**Run 1: M1 wires**

Bar = 50 um.
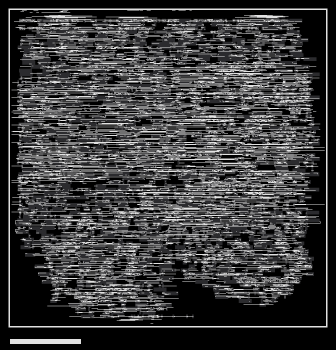
**Run 1: the metal 2 layer**

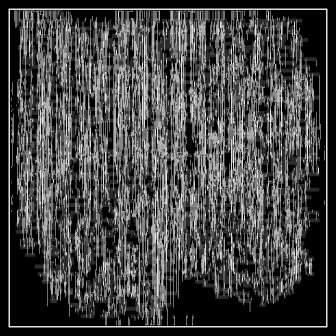
**Run 1: signal wires on met3**

Bar = 50 um.
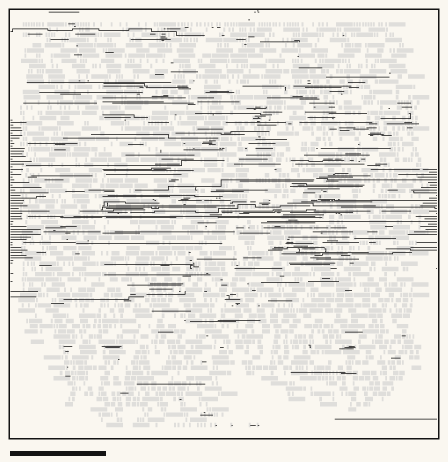
**Run 1: register map, names as in the netlist**

Other sequential cells in the stronger gray, the rest of the logic in the fainter gray.
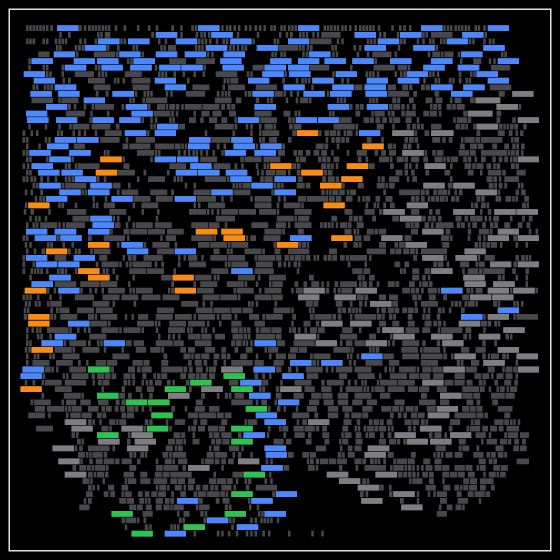
## src/rtl/tcp_pkg.sv

```systemverilog
// rtl/tcp_pkg.sv - shared constants and types for the littletoe TCP engine
//
// Frame layout offsets, protocol constants, TCP flag masks, transmit FSM
// states and the latched request record. Used by both tcp_tx and the
// receive engine.
package tcp_pkg;

    // Byte offsets inside an Ethernet II / IPv4 / TCP frame (no options)
    localparam int ETH_OFF   = 0;
    localparam int IP_OFF    = 14;
    localparam int TCP_OFF   = 34;
    localparam int HDR_LEN   = 54;
    localparam int MIN_FRAME = 60;

    localparam logic [15:0] ETHERTYPE_IPV4 = 16'h0800;
    localparam logic [7:0]  PROTO_TCP      = 8'h06;
    localparam logic [10:0] MAX_PAYLOAD    = 11'd1460;

    // TCP flag byte, bit 7 (CWR) down to bit 0 (FIN)
    localparam logic [7:0] FLAG_FIN = 8'h01;
    localparam logic [7:0] FLAG_SYN = 8'h02;
    localparam logic [7:0] FLAG_RST = 8'h04;
    localparam logic [7:0] FLAG_PSH = 8'h08;
    localparam logic [7:0] FLAG_ACK = 8'h10;
    localparam logic [7:0] FLAG_URG = 8'h20;
    localparam logic [7:0] FLAG_ECE = 8'h40;
    localparam logic [7:0] FLAG_CWR = 8'h80;

    typedef enum logic [2:0] {
        TX_IDLE,
        TX_CSUM1,
        TX_CSUM2,
        TX_HDR,
        TX_PAYLOAD,
        TX_PAD
    } tx_state_e;

    // Per-frame request fields captured when a request is accepted
    typedef struct packed {
        logic [47:0] dst_mac;
        logic [31:0] dst_ip;
        logic [15:0] dst_port;
        logic [31:0] seq;
        logic [31:0] ack;
        logic [7:0]  flags;
        logic [15:0] window;
        logic [10:0] len;
        logic [15:0] pay_csum;
    } tx_req_t;

    function automatic logic [10:0] clamp_len(input logic [10:0] len);
        return (len > MAX_PAYLOAD) ? MAX_PAYLOAD : len;
    endfunction

endpackage

```

## src/rtl/csum16_fold.sv

```systemverilog
// rtl/csum16_fold.sv - combinational 32-to-16-bit one's-complement fold
//
// Ports:
//   sum_i  in  32  raw sum of 16-bit words
//   fold_o out 16  end-around-carry folded sum (not complemented)
module csum16_fold (
    input  logic [31:0] sum_i,
    output logic [15:0] fold_o
);

    logic [16:0] fold1;
    logic [15:0] fold2;

    // The second fold cannot carry out: when the first fold carries, its
    // low half is at most 0xFFFE.
    always_comb begin
        fold1  = {1'b0, sum_i[31:16]} + {1'b0, sum_i[15:0]};
        fold2  = fold1[15:0] + {15'h0, fold1[16]};
        fold_o = fold2;
    end

endmodule

```

## src/rtl/tcp_tx.sv

```systemverilog
// rtl/tcp_tx.sv - TCP transmit engine: one Ethernet/IPv4/TCP frame per request
//
// Ports:
//   CLOCK, RESET_N            clock (rising edge), async active-low reset
//   start / startReady        frame request handshake (ready only in IDLE)
//   dstMac..payloadCsum       per-frame request fields, latched on accept
//   inData/inValid/inReady    payload byte stream from upstream
//   outData/outDataValid/outReady  frame byte stream to the sink
//   newpkt, outLast           first / final byte markers, held with outData
module tcp_tx
    import tcp_pkg::*;
#(
    parameter logic [15:0] port = 16'd80,
    parameter logic [47:0] mac  = 48'hC471FEC856BF,
    parameter logic [31:0] ip   = 32'hC0A80002,
    parameter logic [7:0]  ttl  = 8'd64
) (
    input  logic        CLOCK,
    input  logic        RESET_N,
    input  logic        start,
    output logic        startReady,
    input  logic [47:0] dstMac,
    input  logic [31:0] dstIp,
    input  logic [15:0] dstPort,
    input  logic [31:0] seq,
    input  logic [31:0] ack,
    input  logic [7:0]  flags,
    input  logic [15:0] window,
    input  logic [10:0] payloadLen,
    input  logic [15:0] payloadCsum,
    input  logic [7:0]  inData,
    input  logic        inValid,
    output logic        inReady,
    output logic [7:0]  outData,
    output logic        outDataValid,
    input  logic        outReady,
    output logic        newpkt,
    output logic        outLast
);

    tx_state_e   state_q, state_d;
    tx_req_t     req_q, req_d;
    logic [15:0] ip_id_q, ip_id_d;
    logic [31:0] ip_sum_q, ip_sum_d;
    logic [31:0] tcp_sum_q, tcp_sum_d;
    logic [15:0] ip_csum_q, ip_csum_d;
    logic [15:0] tcp_csum_q, tcp_csum_d;
    logic [5:0]  cnt_q, cnt_d;
    logic [10:0] rem_q, rem_d;
    logic [7:0]  out_data_q, out_data_d;
    logic        out_valid_q, out_valid_d;
    logic        newpkt_q, newpkt_d;
    logic        last_q, last_d;

    logic        advance;
    logic [15:0] tot_len;
    logic [15:0] tcp_len;
    logic [31:0] ip_sum_raw;
    logic [31:0] tcp_sum_raw;
    logic [15:0] ip_fold;
    logic [15:0] tcp_fold;
    logic [HDR_LEN*8-1:0] hdr_bits;
    logic [HDR_LEN*8-1:0] hdr_shift;
    logic [7:0]  hdr_byte;

    csum16_fold u_ip_fold  (.sum_i(ip_sum_q),  .fold_o(ip_fold));
    csum16_fold u_tcp_fold (.sum_i(tcp_sum_q), .fold_o(tcp_fold));

    always_comb begin
        tot_len = 16'd40 + {5'd0, req_q.len};
        tcp_len = 16'd20 + {5'd0, req_q.len};

        ip_sum_raw = 32'(16'h4500) + 32'(tot_len) + 32'(ip_id_q) + 32'(16'h4000)
                   + 32'({ttl, PROTO_TCP})
                   + 32'(ip[31:16]) + 32'(ip[15:0])
                   + 32'(req_q.dst_ip[31:16]) + 32'(req_q.dst_ip[15:0]);

        // Pseudo-header, TCP header (checksum and urgent fields are zero)
        // and the requester's payload sum.
        tcp_sum_raw = 32'(ip[31:16]) + 32'(ip[15:0])
                    + 32'(req_q.dst_ip[31:16]) + 32'(req_q.dst_ip[15:0])
                    + 32'({8'h00, PROTO_TCP}) + 32'(tcp_len)
                    + 32'(port) + 32'(req_q.dst_port)
                    + 32'(req_q.seq[31:16]) + 32'(req_q.seq[15:0])
                    + 32'(req_q.ack[31:16]) + 32'(req_q.ack[15:0])
                    + 32'({8'h50, req_q.flags}) + 32'(req_q.window)
                    + 32'(req_q.pay_csum);

        hdr_bits = {req_q.dst_mac, mac, ETHERTYPE_IPV4,
                    8'h45, 8'h00, tot_len, ip_id_q, 16'h4000, ttl, PROTO_TCP,
                    ip_csum_q, ip, req_q.dst_ip,
                    port, req_q.dst_port, req_q.seq, req_q.ack,
                    8'h50, req_q.flags, req_q.window, tcp_csum_q, 16'h0000};
        hdr_shift = hdr_bits << {cnt_q, 3'b000};
        hdr_byte  = hdr_shift[HDR_LEN*8-1 -: 8];
    end

    always_comb begin
        state_d     = state_q;
        req_d       = req_q;
        ip_id_d     = ip_id_q;
        ip_sum_d    = ip_sum_q;
        tcp_sum_d   = tcp_sum_q;
        ip_csum_d   = ip_csum_q;
        tcp_csum_d  = tcp_csum_q;
        cnt_d       = cnt_q;
        rem_d       = rem_q;
        out_data_d  = out_data_q;
        out_valid_d = out_valid_q;
        newpkt_d    = newpkt_q;
        last_d      = last_q;
        startReady  = (state_q == TX_IDLE);
        inReady     = 1'b0;
        // The output register may take a new byte when empty or being drained
        advance     = !out_valid_q || outReady;

        if (out_valid_q && last_q) begin
            // Final byte presented: wait for the sink, then close the frame
            if (outReady) begin
                state_d     = TX_IDLE;
                out_valid_d = 1'b0;
                newpkt_d    = 1'b0;
                last_d      = 1'b0;
                ip_id_d     = ip_id_q + 16'd1;
            end
        end else begin
            unique case (state_q)
                TX_IDLE: begin
                    if (start) begin
                        req_d.dst_mac  = dstMac;
                        req_d.dst_ip   = dstIp;
                        req_d.dst_port = dstPort;
                        req_d.seq      = seq;
                        req_d.ack      = ack;
                        req_d.flags    = flags;
                        req_d.window   = window;
                        req_d.len      = clamp_len(payloadLen);
                        req_d.pay_csum = payloadCsum;
                        state_d        = TX_CSUM1;
                    end
                end
                TX_CSUM1: begin
                    ip_sum_d  = ip_sum_raw;
                    tcp_sum_d = tcp_sum_raw;
                    state_d   = TX_CSUM2;
                end
                TX_CSUM2: begin
                    ip_csum_d  = ~ip_fold;
                    tcp_csum_d = ~tcp_fold;
                    cnt_d      = 6'd0;
                    rem_d      = req_q.len;
                    state_d    = TX_HDR;
                end
                TX_HDR: begin
                    if (advance) begin
                        out_data_d  = hdr_byte;
                        out_valid_d = 1'b1;
                        newpkt_d    = (cnt_q == 6'd0);
                        last_d      = 1'b0;
                        cnt_d       = cnt_q + 6'd1;
                        if (cnt_q == 6'(HDR_LEN - 1)) begin
                            state_d = (req_q.len == 11'd0) ? TX_PAD : TX_PAYLOAD;
                        end
                    end
                end
                TX_PAYLOAD: begin
                    inReady = advance;
                    if (advance) begin
                        newpkt_d = 1'b0;
                        if (inValid) begin
                            out_data_d  = inData;
                            out_valid_d = 1'b1;
                            rem_d       = rem_q - 11'd1;
                            if (rem_q == 11'd1) begin
                                if (req_q.len < 11'(MIN_FRAME - HDR_LEN)) begin
                                    // Short payload: continue byte count in PAD
                                    state_d = TX_PAD;
                                    cnt_d   = 6'(HDR_LEN) + req_q.len[5:0];
                                end else begin
                                    last_d = 1'b1;
                                end
                            end
                        end else begin
                            // Upstream bubble passes straight through
                            out_valid_d = 1'b0;
                        end
                    end
                end
                TX_PAD: begin
                    if (advance) begin
                        out_data_d  = 8'h00;
                        out_valid_d = 1'b1;
                        newpkt_d    = 1'b0;
                        last_d      = (cnt_q == 6'(MIN_FRAME - 1));
                        cnt_d       = cnt_q + 6'd1;
                    end
                end
                default: state_d = TX_IDLE;
            endcase
        end
    end

    always_ff @(posedge CLOCK or negedge RESET_N) begin
        if (!RESET_N) begin
            state_q     <= TX_IDLE;
            req_q       <= '0;
            ip_id_q     <= 16'd0;
            ip_sum_q    <= 32'd0;
            tcp_sum_q   <= 32'd0;
            ip_csum_q   <= 16'd0;
            tcp_csum_q  <= 16'd0;
            cnt_q       <= 6'd0;
            rem_q       <= 11'd0;
            out_data_q  <= 8'd0;
            out_valid_q <= 1'b0;
            newpkt_q    <= 1'b0;
            last_q      <= 1'b0;
        end else begin
            state_q     <= state_d;
            req_q       <= req_d;
            ip_id_q     <= ip_id_d;
            ip_sum_q    <= ip_sum_d;
            tcp_sum_q   <= tcp_sum_d;
            ip_csum_q   <= ip_csum_d;
            tcp_csum_q  <= tcp_csum_d;
            cnt_q       <= cnt_d;
            rem_q       <= rem_d;
            out_data_q  <= out_data_d;
            out_valid_q <= out_valid_d;
            newpkt_q    <= newpkt_d;
            last_q      <= last_d;
        end
    end

    assign outData      = out_data_q;
    assign outDataValid = out_valid_q;
    assign newpkt       = newpkt_q;
    assign outLast      = last_q;

endmodule
```

## config.mk

```make
export PLATFORM = sky130hd
export DESIGN_NAME = tcp_tx
export DESIGN_NICKNAME = d
export VERILOG_FILES = /design/src/rtl/tcp_pkg.sv /design/src/rtl/csum16_fold.sv /design/src/rtl/tcp_tx.sv
export SDC_FILE = /design/constraint.sdc
export NUM_CORES = 1
export LEC_CHECK = 0
export CORE_MARGIN = 4
export CORE_UTILIZATION = 51
export DETAILED_ROUTE_END_ITERATION = 10
export DONT_BUFFER_PORTS = 1
export PLACE_DENSITY = 0.63
export SYNTH_ARGS = -nofsm -noshare
export SYNTH_HDL_FRONTEND = slang
export SYNTH_HIERARCHICAL = 1
export SYNTH_SLANG_ARGS = --single-unit
```

## constraint.sdc

```tcl
create_clock -name CLOCK -period 5.4 [get_ports CLOCK]
set_input_delay 1.35 -clock CLOCK [delete_from_list [all_inputs] [get_ports CLOCK]]
set_output_delay 1.35 -clock CLOCK [all_outputs]
set_load 0.01 [all_outputs]
```

==> datasheet_impl.txt, run 1 <==
Physical design parameters

Parameter                              Value

Run status
  Status .................. completed

Placement
  IO buf count .................. 0
  Cell area after placement .................. 24400 sq um
  Final GP Congestion .................. 0.938
  DP Wirelength .................. 60400 um

Min path
  Source of the worst hold timing path .................. hdr_bits[420]
  Hold depth .................. 2
  Type of the worst min-delay path .................. reg -> reg
  Worst-case hold path end point .................. hdr_bits[420]

Finish
  Layout Area Growth over Synthesis .................. 7.99%
  Total of fill cells in the finished design .................. 4170
  Number of diodes added for antenna fixing .................. 0

Clock tree
  Cell at the root of the clock tree .................. clkbuf_16
  Hold-fix buffers, CTS .................. 0
  # clock sinks .................. 329
  H-tree level count .................. 2
  Clock-pin slew reported for the worst setup and hold paths after clock tree synthesis .................. 0.06 ns
  Clock insertion delay at the later pin of the skew report .................. 0.58 ns
  Clock tree from TritonCTS .................. yes
  Number of buffers on the longest clock path .................. 3
  Inserted Clock Buffers .................. 38

Synthesis
  Area figure in the yosys stat output .................. 23700 sq um
  Netlist area before placement .................. 23700 sq um
  Number of flops mapped to enable cells by yosys .................. 0
  Cell taking the most area after synthesis .................. dfrtp_1
  Number of cells in Yosys stat .................. 2626
  Share of the synthesized area in the top cell type .................. 34.7%
  Number of warning messages in the yosys log .................. 6

Final timing
  Headroom to the max-slew limit .................. 22.3%
  Hold Fails Final Rpt .................. 0
  Setup Skew .................. 0.0179 ns
  Worst slew pin tran .................. 1.17 ns
  Achievable clock frequency .................. 0.192 GHz
  Minimum clock period .................. 5.21 ns

Setup path
  Crit Reg-Reg Startpoint .................. req_q[3]
  Worst reg2reg path depth .................. 15
  Startpoint of the most critical setup path .................. req_q[3]
  Data required time of the worst path .................. 5.82 ns
  FF-to-FF setup slack .................. 0.19 ns
  Max Fanout on Critical Path .................. 3
  Destination of the worst register-to-register timing path .................. tcp_sum_q[15]
  Worst Path Arrival .................. 5.63 ns
  Crit Path Category .................. reg -> reg
  Kind of start point of the critical path .................. flop

Global route
  Largest net degree at the start of global routing .................. 330
  Vias in the first global route .................. 18690
  Global-route wire length before repair .................. 115000 um
  Antenna violations before repair .................. 2
  Grt peak-use layer .................. met2

Drt
  Met3 routed WL .................. 5840 um
  Detailed-routing wirelength on met1 .................. 31600 um
  Routed wire per std cell .................. 23.8 um
  Top layer used by detailed routing .................. met4
  Detailed-route DRC error count .................. 0

Floorplan
  FP Core Util .................. 52.0%
  Core region area .................. 45700 sq um
  Area of the chip .................. 50100 sq um
  Horizontal extent of the die .................. 224 um
  Ports placed on the boundary .................. 237

Flow run
  Tally of OpenROAD warnings .................. 38
  Number of violations of the max-capacitance limit .................. 0
Back to the opening pictures, 'M1 wires':
share of all routed wire = 41%
wire length on this layer = 31.6 mm
longest straight run = 73.1 um
main direction = horizontal
nets with wire on the layer = 2910
GR Util met1: 42.1%
via total after detailed routing: 19068
final wirelength: 76900 um

Back to the opening pictures, 'the metal 2 layer':
share of all routed wire = 47%
wire length on this layer = 36.4 mm
nets with wire on the layer = 2645
global routing met2 resource utilization: 49.0%

Back to the opening pictures, 'signal wires on met3':
share of all routed wire = 7.6%
longest straight run = 126 um
nets with wire on the layer = 323
wire length on this layer = 5840 um
M3 GR Usage: 5.23%

Back to the opening pictures, 'register map, names as in the netlist':
orange -> req_q  # flops 27
blue -> hdr_bits  # flops 184
green -> tcp_sum_q  # flops 20
total area of sequential cells: 8240 sq um
share of the core filled with cells: 56.1%

## run 1: state kept, by name, indices dropped and copies added, names as in the netlist
| signal | flops |
|---|---|
| tcp_csum_q | 16 |
| outLast | 1 |
| ip_id_q | 16 |
| state_q | 3 |
| outData | 8 |
| ip_sum_q | 19 |
| hdr_bits | 184 |
| outDataValid | 1 |
| newpkt | 1 |
| rem_q | 11 |
| tcp_sum_q | 20 |
| cnt_q | 6 |
| ip_csum_q | 16 |
| req_q | 27 |
## run 1: cells in the final DEF, fill, tap and decap left out, types with 10 or more instances in the layout
cell and count:
mux2i_1 31, nand2b_1 19, nor4_1 12, xnor2_1 61
ha_1 125, a31oi_1 18, nor2_1 105, o21ai_0 158
nor2b_1 18, clkbuf_8 12, mux4_2 28, a21o_1 22
conb_1 25, clkbuf_1 12, buf_4 43, clkbuf_16 38
inv_1 226, nand2_1 725, mux2_2 16, nor3_1 38
fa_1 158, nand4_1 10, a21oi_1 97, a211oi_1 22
xor2_1 36, nand3_1 39, dfrtp_1 326
## run 1: critical path, stage by stage (launching register included)
cell and delay (ns):
dfrtp_1 0.41, fa_1 0.55, inv_1 0.06, fa_1 0.51, fa_1 0.54, fa_1 0.54
fa_1 0.57, inv_1 0.08, ha_1 0.29, a21oi_1 0.20, o211ai_1 0.19, a211o_1 0.35
a31o_2 0.29, o31ai_1 0.24, xor2_1 0.16, o21ai_0 0.08
## run 1: synth_stat cells (7+ instances only)
cell type,instances
nand2_1,725
dfrtp_1,329
inv_1,226
fa_1,159
o21ai_0,159
ha_1,126
nor2_1,105
a21oi_1,97
clkbuf_1,69
xnor2_1,61
buf_2,40
nand3_1,40
nor3_1,38
xor2_1,36
mux2i_1,31
mux4_2,28
a211oi_1,23
a21o_1,22
nand2b_1,19
a31oi_1,18
nor2b_1,18
mux2_2,16
nor4_1,12
nand4_1,10
a211o_1,9
a221oi_1,9
nor3b_1,9
o211ai_1,9
and3_1,8
o21a_1,8
o22ai_1,8
o21ai_1,7
## run 1: final cells by class
class,count,area share [%]
Clock buffer,62,4.53
Multi-Input combinational cell,1967,55.4
Sequential cell,329,32.1
Timing Repair Buffer,43,1.26
Clock inverter,5,0.366
Inverter,230,3.37
Tap cell,600,2.93
## run 1: stage by stage
step | cells | setup TNS [ns] | hold WS, ns | setup slack, ns
2_1_floorplan | 2650 | 0 | 0.438 | 0.452
3_3_place_gp | 3168 | 0 | 0.456 | 0.153
3_5_place_dp | 3168 | 0 | 0.459 | 0.123
4_1_cts | 3235 | 0 | 0.476 | 0.110
5_1_grt | 3236 | -0.0201 | 0.476 | -0.0201
6_report | 3236 | 0 | 0.472 | 0.186
## run 1: cells by family (layout without fill, tap and decap cells)
family	count (synthesis)	after routing	share of synthesized area [%]
AOI/OAI and AO/OA	455	455	12.2
buffers and inverters	354	340	6.01
other	1	25	0.0158
xor gates and xnor gates	99	99	3.71
DFF	329	329	34.7
adders and majority gates	285	285	20.0
muxes	75	75	4.72
and+or+nand+nor	1028	1028	18.6
## run 1: repair_timing
item	4_1_cts	5_1_grt
resized	0	6
endpoints found under the setup margin	0	4
setup buffers	0	1
**Run 1: cell outlines without signal wires**

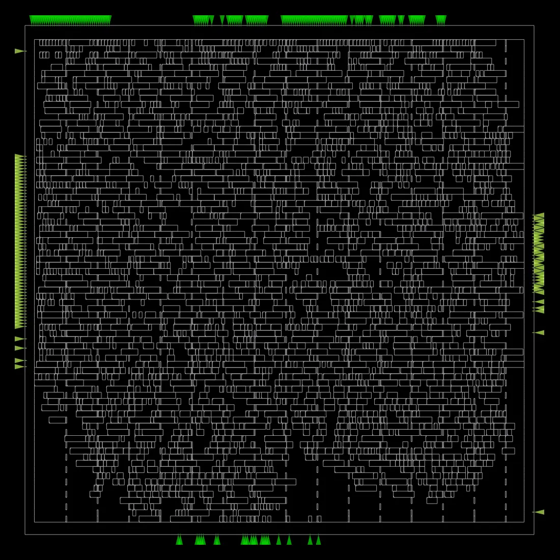

## Run 2: what changed since run 1
--- a/config.mk
+++ b/config.mk
@@ -10,6 +10,7 @@
 export DETAILED_ROUTE_END_ITERATION = 10
 export DONT_BUFFER_PORTS = 1
 export PLACE_DENSITY = 0.63
+export SLEW_MARGIN = 40
 export SYNTH_ARGS = -nofsm -noshare
 export SYNTH_HDL_FRONTEND = slang
 export SYNTH_HIERARCHICAL = 1
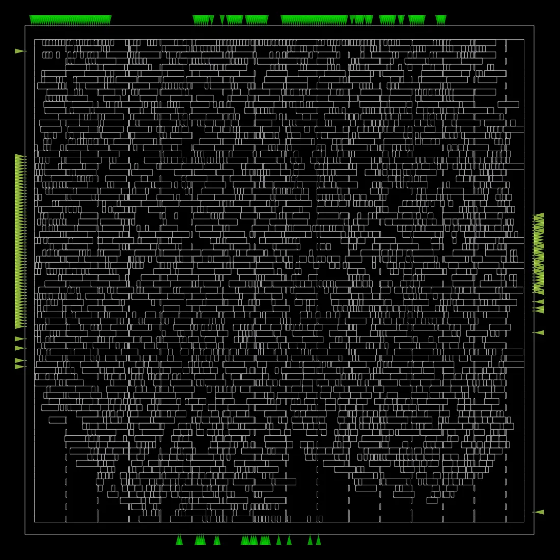
**Above:** run 2 (cell outlines without signal wires).
well-tap cell count: 600
total of fill cells in the finished design: 4076
non-filler instance count after layout: 3240
share of the core filled with cells: 56.5%
FF+latch count: 329

==> datasheet_impl.txt, run 2 <==
Physical design parameters

Parameter                              Value

Run status
  Status .................. completed (unchanged)

Clock tree
  Cell at the root of the clock tree .................. clkbuf_16 (unchanged)
  Clock tree from TritonCTS .................. yes (unchanged)
  Clock-pin slew reported for the worst setup and hold paths after clock tree synthesis .................. 0.06 ns (about the same)
  Clock insertion delay at the later pin of the skew report .................. 0.57 ns (was 0.58 ns)
  Hold-fix buffers, CTS .................. 0 (unchanged)
  # clock sinks .................. 329 (unchanged)
  H-tree level count .................. 2 (unchanged)
  Inserted Clock Buffers .................. 39 (was 38)
  Number of buffers on the longest clock path .................. 3 (unchanged)

Synthesis
  Most common library cells after synthesis .................. nand2_1 (725), dfrtp_1 (329), inv_1 (226) (unchanged)
  Number of flops mapped to enable cells by yosys .................. 0 (unchanged)
  Total of flip-flops plus latches after synthesis .................. 329 (unchanged)
  Cell types with the largest area share after synthesis .................. dfrtp_1 (35%), fa_1 (13%), nand2_1 (11%) (unchanged)
  Netlist area before placement .................. 23700 sq um (unchanged)
  Number of warning messages in the yosys log .................. 6 (unchanged)
  Post-synthesis async set-or-reset flop share .................. 100% (unchanged)
  Number of different library cells in the post-synthesis netlist .................. 89 (unchanged)
  Mean instance size in the synthesized netlist .................. 9.04 sq um (unchanged)
  Most frequent cell after synthesis .................. nand2_1 (unchanged)
  Fraction of the yosys area taken by sequential cells .................. 34.7% (unchanged)
  Cell taking the most area after synthesis .................. dfrtp_1 (unchanged)
  Share of the synthesized area in the top cell type .................. 34.7% (unchanged)
  Area figure in the yosys stat output .................. 23700 sq um (unchanged)
  Number of cells in Yosys stat .................. 2626 (unchanged)

Finish
  Cell area after layout .................. 25800 sq um (was 25600 sq um)
  Share of cells above drive strength 1 .................. 7.88% (was 7.51%)
  Layout Area Growth over Synthesis .................. 8.61% (was 7.99%)
  # nets final .................. 3120 (was 3118)
  Top library cells by usage in the layout, fill and taps aside .................. nand2_1 (724), dfrtp_1 (325), inv_1 (226), fa_1 (159), o21ai_0 (158) (was nand2_1 (725), dfrtp_1 (326), inv_1 (226), o21ai_0 (158), fa_1 (158))
  Max FFs per register .................. 184 (unchanged)
  Total area of sequential cells .................. 8240 sq um (about the same)
  Top cell excl fill/tap .................. nand2_1 (unchanged)

Setup path
  Family of cells with the greatest summed delay on the critical path .................. adder cells (unchanged)
  Data required time of the worst path .................. 5.81 ns (was 5.82 ns)
  Buffering stage count on the worst path with inverters included .................. 2 (unchanged)
  Slowest stage cell on the critical path .................. fa_1 (unchanged)
  Max Fanout on Critical Path .................. 3 (unchanged)
  Worst Path Arrival .................. 5.60 ns (was 5.63 ns)
  CP Capture Type .................. flop (unchanged)
  Kind of start point of the critical path .................. flop (unchanged)
  Crit-path max cell delay .................. 0.58 ns (was 0.57 ns)
  Series of cell instances along the critical path .................. fa_1 -> inv_1 -> fa_1 -> fa_1 -> fa_1 -> fa_1 -> inv_1 -> ha_1 -> a21oi_2 -> o211ai_1 -> a211o_1 -> a31o_2 -> o31ai_2 -> xor2_1 -> o21ai_0 (was fa_1 -> inv_1 -> fa_1 -> fa_1 -> fa_1 -> fa_1 -> inv_1 -> ha_1 -> a21oi_1 -> o211ai_1 -> a211o_1 -> a31o_2 -> o31ai_1 -> xor2_1 -> o21ai_0)
  Most repeated library cell on the critical path .................. fa_1 (unchanged)
  Crit Path Category .................. reg -> reg (unchanged)

Floorplan
  FP Core Util .................. 52.0% (unchanged)
  Number of rows in the core area .................. 78 (unchanged)
  Horizontal extent of the die .................. 224 um (unchanged)
  Area of the chip .................. 50100 sq um (unchanged)
  Ports placed on the boundary .................. 237 (unchanged)
  Core region area .................. 45700 sq um (unchanged)

Placement
  Cell area after placement .................. 24400 sq um (about the same)
  DP Wirelength .................. 60600 um (was 60400 um)
  Minimum setup slack after placement .................. 0.137 ns (was 0.123 ns)
  Final GP Congestion .................. 0.938 (unchanged)
  IO buf count .................. 0 (unchanged)
  Post-Place Cells .................. 3169 (was 3168)

Flow run
  Number of violations of the max-capacitance limit .................. 0 (unchanged)
  Tally of OpenROAD warnings .................. 37 (was 38)

Drt
  Detailed-route DRC error count .................. 0 (unchanged)
  DR pass1 iterations .................. 6 (unchanged)
  Routed wire per std cell .................. 23.9 um (was 23.8 um)
  Antenna violation net count after detailed routing .................. 0 (unchanged)

Global route
  Global-route wire length before repair .................. 116000 um (was 115000 um)
  Largest net degree at the start of global routing .................. 330 (unchanged)
  GRT Overall Usage .................. 30.6% (was 30.5%)
  Vias in the first global route .................. 18666 (was 18690)
  Antenna violations before repair .................. 2 (unchanged)

Final timing
  Hold Fails Final Rpt .................. 0 (unchanged)
  Minimum clock period .................. 5.19 ns (was 5.21 ns)
  Fin crit share .................. 96.1% (was 96.5%)
  Final-report setup violation count .................. 0 (unchanged)
  Setup Skew .................. 0.0202 ns (was 0.0179 ns)
  Least setup slack across all paths after layout .................. 0.209 ns (was 0.186 ns)
  Headroom to the max-slew limit .................. 21.3% (was 22.3%)
  Final worst hold slack .................. 0.470 ns (was 0.472 ns)
  Setup TNS .................. 0 ns (unchanged)
  Achievable clock frequency .................. 0.193 GHz (was 0.192 GHz)
  Worst slew pin tran .................. 1.18 ns (was 1.17 ns)

Min path
  Type of the worst min-delay path .................. reg -> reg (unchanged)
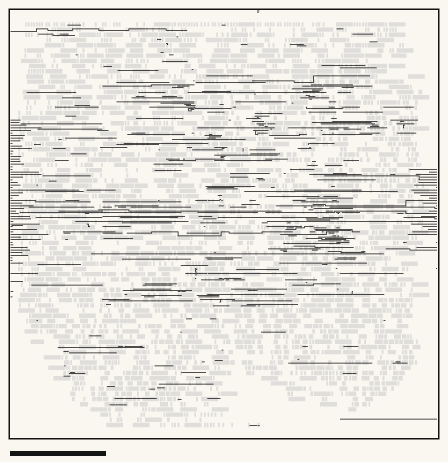
**Above:** run 2 (signal wires on met3).
Bar = 50 um.
main direction = horizontal
wire length on this layer = 6070 um
share of all routed wire = 7.8%
via total after detailed routing: 19041
M3 GR Usage: 5.40%
final wirelength: 77500 um

[run 2: worst paths after layout]
kind,startpoint,endpoint,slack [ns],depth (start not counted)
worst max register to register,req_q[3],tcp_sum_q[15],0.21,15
max in group asynchronous,RESET_N,cnt_q[0],3.81,0
worst min register to register,hdr_bits[429],hdr_bits[429],0.47,2
min in group asynchronous,RESET_N,ip_sum_q[9],0.49,0
worst max-delay path,req_q[3],tcp_sum_q[15],0.21,15
worst min-delay path,hdr_bits[429],hdr_bits[429],0.47,2
[run 2: logic make-up after synthesis]
logic type               Yosys count  synth area share [%]
other                              1                0.0158
adder cells (fa/ha/maj)          285                  20.0
XOR/XNOR                          99                  3.71
AND/OR/NAND/NOR                 1028                  18.6
AND-OR/OR-AND                    455                  12.2
multiplexers                      75                  4.72
flip-flops                       329                  34.7
buffers and inverters            354                  6.01
[run 2: area by class of cell]
| cell class | count | area share, % |
|---|---|---|
| Tap cell | 600 | 2.91 |
| Multi-Input combinational cell | 1967 | 55.1 |
| Timing Repair Buffer | 44 | 1.34 |
| Clock buffer | 55 | 4.29 |
| Inverter | 230 | 3.35 |
| Sequential cell | 329 | 32.0 |
| Antenna cell | 1 | 0.00970 |
| Clock inverter | 14 | 0.994 |
[run 2: layer usage]
layer  vias to the layer above  part of all wire (%)  track usage, %
met2                       741                    48            49.8
met3                       138                   7.8            5.40
li1                       8666                     -               -
met4                         0                   3.6            10.0
met5                         -                     0               0
met1                      9496                    41            42.1
[run 2: worst register-to-register path: cells and delay by family (launching register included)]
| family | cells | cell delay (ns) |
|---|---|---|
| fa+ha+maj | 6 | 3.02 |
| compound gates | 6 | 1.30 |
| flops | 1 | 0.41 |
| xor+xnor | 1 | 0.16 |
| buf+inv | 2 | 0.15 |
[run 2: repair_timing]
action / CTS / global route
gates resized: 0 / 5
endpoints found under the hold margin: 0 / 0
setup endpoints to repair: 0 / 3
buffers inserted: 0 / 1
